## config.mk

```make
export PLATFORM = sky130hd
export DESIGN_NAME = instr_fetch
export DESIGN_NICKNAME = d
export VERILOG_FILES = /design/src/rtl/mips_pkg.sv /design/src/rtl/instr_fetch_next_pc.sv /design/src/rtl/instr_fetch.sv
export SDC_FILE = /design/constraint.sdc
export NUM_CORES = 1
export LEC_CHECK = 0
export ABC_AREA = 1
export CAP_MARGIN = 20
export CELL_PAD_IN_SITES_DETAIL_PLACEMENT = 2
export CELL_PAD_IN_SITES_GLOBAL_PLACEMENT = 2
export CORE_MARGIN = 4
export CORE_UTILIZATION = 24
export DETAILED_ROUTE_END_ITERATION = 7
export PLACE_DENSITY_LB_ADDON = 0.15
export SLEW_MARGIN = 20
export SYNTH_ARGS = -nofsm -noshare
export SYNTH_HDL_FRONTEND = slang
export SYNTH_SLANG_ARGS = --single-unit
```

## constraint.sdc

```tcl
create_clock -name clk -period 3.7 [get_ports clk]
set_clock_uncertainty 0.15 [all_clocks]
set_input_delay 0.925 -clock clk [delete_from_list [all_inputs] [get_ports clk]]
set_output_delay 0.925 -clock clk [all_outputs]
set_load 0.03 [all_outputs]
```

## src/rtl/mips_pkg.sv

```systemverilog
// Shared types and constants for the MIPS-style fetch/decode slice.
package mips_pkg;

  typedef enum logic [1:0] {
    S_RESET = 2'd0,
    S_FETCH = 2'd1,
    S_EXEC  = 2'd2
  } fetch_state_t;

  localparam logic [31:0] DEFAULT_RESET_PC = 32'h0000_0000;

  localparam logic [5:0] OP_RTYPE = 6'h00;
  localparam logic [5:0] OP_J     = 6'h02;
  localparam logic [5:0] OP_BEQ   = 6'h04;
  localparam logic [5:0] OP_ADDI  = 6'h08;
  localparam logic [5:0] OP_LW    = 6'h23;
  localparam logic [5:0] OP_SW    = 6'h2b;

  localparam logic [5:0] FUNCT_ADD = 6'h20;
  localparam logic [5:0] FUNCT_SUB = 6'h22;
  localparam logic [5:0] FUNCT_AND = 6'h24;
  localparam logic [5:0] FUNCT_OR  = 6'h25;
  localparam logic [5:0] FUNCT_SLT = 6'h2a;

endpackage

```

## src/rtl/instr_fetch_next_pc.sv

```systemverilog
// Next-PC selection: jump target, taken-branch target or sequential pc+4.
module next_pc (
  input  logic [31:0] pcplus4,
  input  logic [31:0] instr,
  input  logic        jump,
  input  logic        pcsrc,
  output logic [31:0] pcnext
);

  logic [31:0] branch_off;
  logic [31:0] branch_target;
  logic [31:0] jump_target;

  // Signed word offset; the add wraps naturally at 32 bits.
  assign branch_off    = {{14{instr[15]}}, instr[15:0], 2'b00};
  assign branch_target = pcplus4 + branch_off;
  assign jump_target   = {pcplus4[31:28], instr[25:0], 2'b00};

  always_comb begin
    pcnext = pcplus4;
    if (jump)
      pcnext = jump_target;
    else if (pcsrc)
      pcnext = branch_target;
  end

endmodule

```

## src/rtl/instr_fetch.sv

```systemverilog
// Fetch stage: owns the PC, issues req/ack reads to instruction memory and holds the word until retire.
module instr_fetch
  import mips_pkg::*;
#(
  parameter logic [31:0] RESET_PC = DEFAULT_RESET_PC,
  parameter int          CNT_W    = 32
) (
  input  logic             clk,
  input  logic             reset,
  output logic             imem_req,
  output logic [31:0]      imem_addr,
  input  logic             imem_ack,
  input  logic [31:0]      imem_rdata,
  output logic [31:0]      instr,
  output logic [5:0]       op,
  output logic [5:0]       funct,
  output logic             instr_valid,
  output logic [31:0]      pc,
  output logic [31:0]      pcplus4,
  input  logic             jump,
  input  logic             pcsrc,
  input  logic             retire,
  output logic [CNT_W-1:0] retired_cnt
);

  fetch_state_t     state_reg, state_next;
  logic [31:0]      pc_reg;
  logic [31:0]      instr_reg;
  logic [CNT_W-1:0] cnt_reg;
  logic [31:0]      pcplus4_w;
  logic [31:0]      pcnext;
  logic             load_instr;
  logic             do_retire;

  assign pcplus4_w = pc_reg + 32'd4;

  next_pc u_next_pc (
    .pcplus4 (pcplus4_w),
    .instr   (instr_reg),
    .jump    (jump),
    .pcsrc   (pcsrc),
    .pcnext  (pcnext)
  );

  always_ff @(posedge clk or posedge reset) begin
    if (reset)
      state_reg <= S_RESET;
    else
      state_reg <= state_next;
  end

  // Ack outside S_FETCH and retire outside S_EXEC are ignored here.
  always_comb begin
    state_next  = state_reg;
    imem_req    = 1'b0;
    instr_valid = 1'b0;
    load_instr  = 1'b0;
    do_retire   = 1'b0;
    case (state_reg)
      S_RESET: state_next = S_FETCH;
      S_FETCH: begin
        imem_req = 1'b1;
        if (imem_ack) begin
          load_instr = 1'b1;
          state_next = S_EXEC;
        end
      end
      S_EXEC: begin
        instr_valid = 1'b1;
        if (retire) begin
          do_retire  = 1'b1;
          state_next = S_FETCH;
        end
      end
      default: state_next = S_RESET;
    endcase
  end

  always_ff @(posedge clk or posedge reset) begin
    if (reset) begin
      pc_reg    <= RESET_PC;
      instr_reg <= 32'h0;
      cnt_reg   <= '0;
    end else begin
      if (load_instr)
        instr_reg <= imem_rdata;
      if (do_retire) begin
        pc_reg  <= pcnext;
        cnt_reg <= cnt_reg + CNT_W'(1);
      end
    end
  end

  assign imem_addr   = pc_reg;
  assign pc          = pc_reg;
  assign pcplus4     = pcplus4_w;
  assign instr       = instr_reg;
  assign op          = instr_reg[31:26];
  assign funct       = instr_reg[5:0];
  assign retired_cnt = cnt_reg;

endmodule
```

Figure 1. Supply network.
The bar under the picture is 50 µm long. Pins as bars on the die edge. Tap cells in gray.
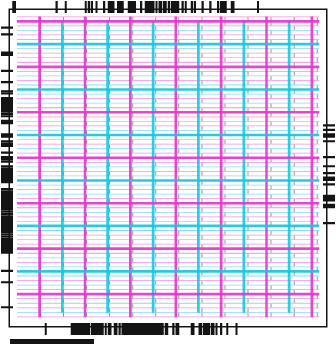
Key: VSS = magenta; VDD = cyan
212 signal pins sit on the boundary. The core has 66 rows. 442 tap cells.
core area: 0.0325 mm²
DIE WIDTH: 189 µm
VDD IR-drop max: 0.000428 V
Die Y: 189 µm

Figure 2. Placement by cell class.
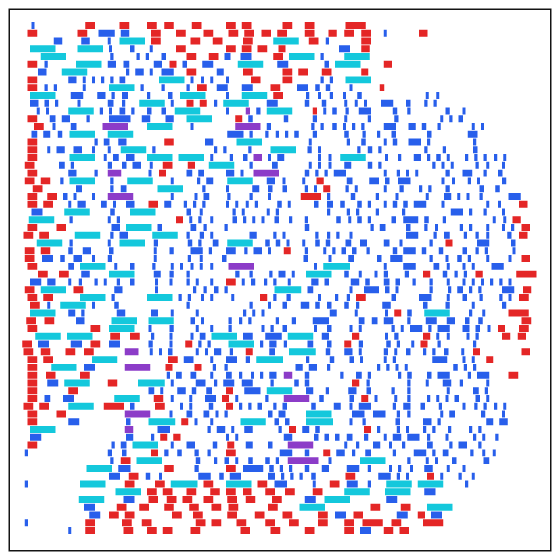
Key: clock drivers and dummy loads = purple [cells 16]; combinational and other logic = blue [cells 962]; remaining buffers and delay cells = red [cells 249]; sequential cells = cyan [cells 96]

==> results.ini <==
[clock_tree]
cts_root_buffer = clkbuf_16
clk_latency_ns = 0.36
numCtsBuffers = 9
cts_htree_levels = 3
clockBufferDepth = 2
path_clk_slew_ns = 0.08
cts.sinks = 96
post-cts-setup-buffers = 0
ctsHoldBuffers = 0
tritoncts = yes
cts_resized = 20

[floorplanning]
rows = 66
io_pins = 212
chipArea_mm2 = 0.0357

[cells_and_area]
final-comb-area_mm2 = 0.00455
nets = 1394
drive_gt1_share_pct = 12.2
fillers = 3818
seqCellArea_mm2 = 0.00241
layout_top_cells = nand2_1, clkdlybuf4s50_1, inv_1
diodes = 0
layout_top_cell = nand2_1

[timing]
slew_violations = 0
period_used_pct = 95.5
worst_slack_ns = 0.168
setup_viol = 0
rsz0062_at_grt = yes
worstMarginPinSlew_ns = 0.555
whs_ns = 0.379
final.setup.tns_ns = 0
fin_crit_ns = 3.53
fmax_ghz = 0.283

[synthesis]
avgSynthCellArea_um2 = 7.01
top_logic_kind = simple AND/OR/NAND/NOR gates
simple_gate_share_pct = 29.3
top_cells_by_count = nand2_1, inv_1, dfrtp_1
top_cell_area_share_pct = 30.5
synth-edff-count = 0
syn-instance-count = 1122
synthMuxAreaShare_pct = 4.44
yosysChipArea_mm2 = 0.00786
async_flop_share_pct = 100
flop_cell = dfrtp_1
compound_area_share_pct = 10.4
area_leaders = dfrtp_1, nand2_1, inv_1
synth_sequential_area_ratio_pct = 30.5
largest_area_cell = dfrtp_1

[worst_setup_path]
critPathCapture = pcplus4[10]
slowest_stage = clkdlybuf4s50_1
r2r-end = imem_addr[22]$_DFFE_PP0P_
critPathKind = reg2out
startpoint_type = flip-flop
cpMostUsedCell = nand2_1
crit_family = buffers and inverters
crit_fanout = 4
worst_setup_path_end_kind = primary output
startpoint = imem_addr[3]$_DFFE_PP0P_
r2r_slack_ns = 0.20
cp.depth = 9
rr_startpoint = imem_addr[9]$_DFFE_PP0P_
reg2reg_depth = 19

[grt]
grt_overflow = 0
grt_pass1_vias = 9044
grtUsageMet1_pct = 26.9
use_met2_pct = 33.8
grt_pass1_wl_mm = 54.9

[routing]
firstDrtPassIters = 5
drc = 0
ant_nets = 0
wl_met3_mm = 1.56
vias_per_cell = 4.64
first_iter_violations = 363

[hold_path]
whs_endpoint = retired_cnt[7]$_DFFE_PP0P_
min_path_type = reg2reg
whs_path_depth = 1

[pwr]
leakage_nw = 5.19

[place]
dpl_cell_area_mm2 = 0.0104
place.gp.congestion = 0.841
hpwl_mm = 29.4

[job]
maxCapViolCount = 0

[outcome]
outcome = completed

Figure 3. Clock wires, drivers and flops.
The bar under the picture is 50 µm long.
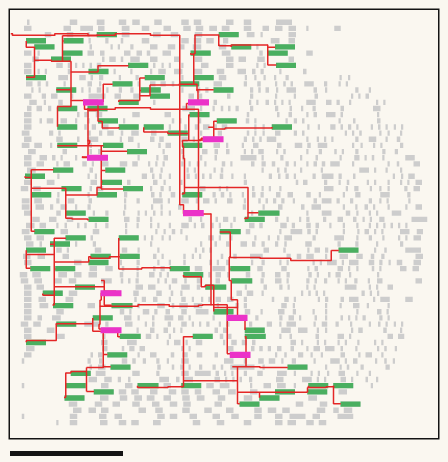
Key: clock wires = red [length 1730 µm]; clock drivers = magenta [count 9]; flip-flops = green [count 96]
There are 10 routed clock nets.

Figure 4. Routed metal, one color a layer.
The bar under the picture is 50 µm long. Only two layers are drawn.
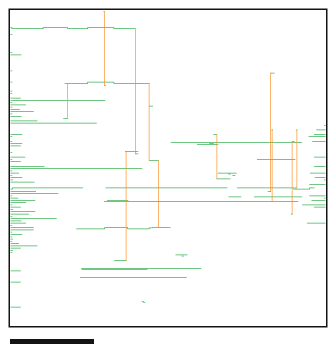
Key: metal 4 = orange [wire length 510 µm]; metal 3 = green [wire length 1560 µm]
vias: 8197
drt total wl: 35.8 mm
wire length per cell: 20.3 µm
Tot GR Track Use: 19.8%

==> kinds of logic (layout without fill, tap and decap cells) <==
logic type,count (synthesis),in the layout
flops,96,96
fa+ha+maj,38,38
other cells,1,6
buf+inv,230,426
simple gates,527,527
compound gates,147,147
mux,31,31
xor+xnor,52,52
==> power breakdown <==
group | internal (W) | switching (W) | total [W]
Combinational | 0.00321 | 0.00565 | 0.00886
Clock | 0.000568 | 0.000474 | 0.00104
Sequential | 0.00142 | 0.000574 | 0.00199
Total | 0.00520 | 0.00670 | 0.0119
==> final cells by class <==
class	instances	area share, %
Sequential cell	96	22.2
Inverter	161	5.60
Tap cell	442	5.09
Multi-Input combinational cell	801	41.9
Timing Repair Buffer	249	22.3
Clock buffer	11	2.33
Clock inverter	5	0.564
Power and IR drop assume default switching activity.
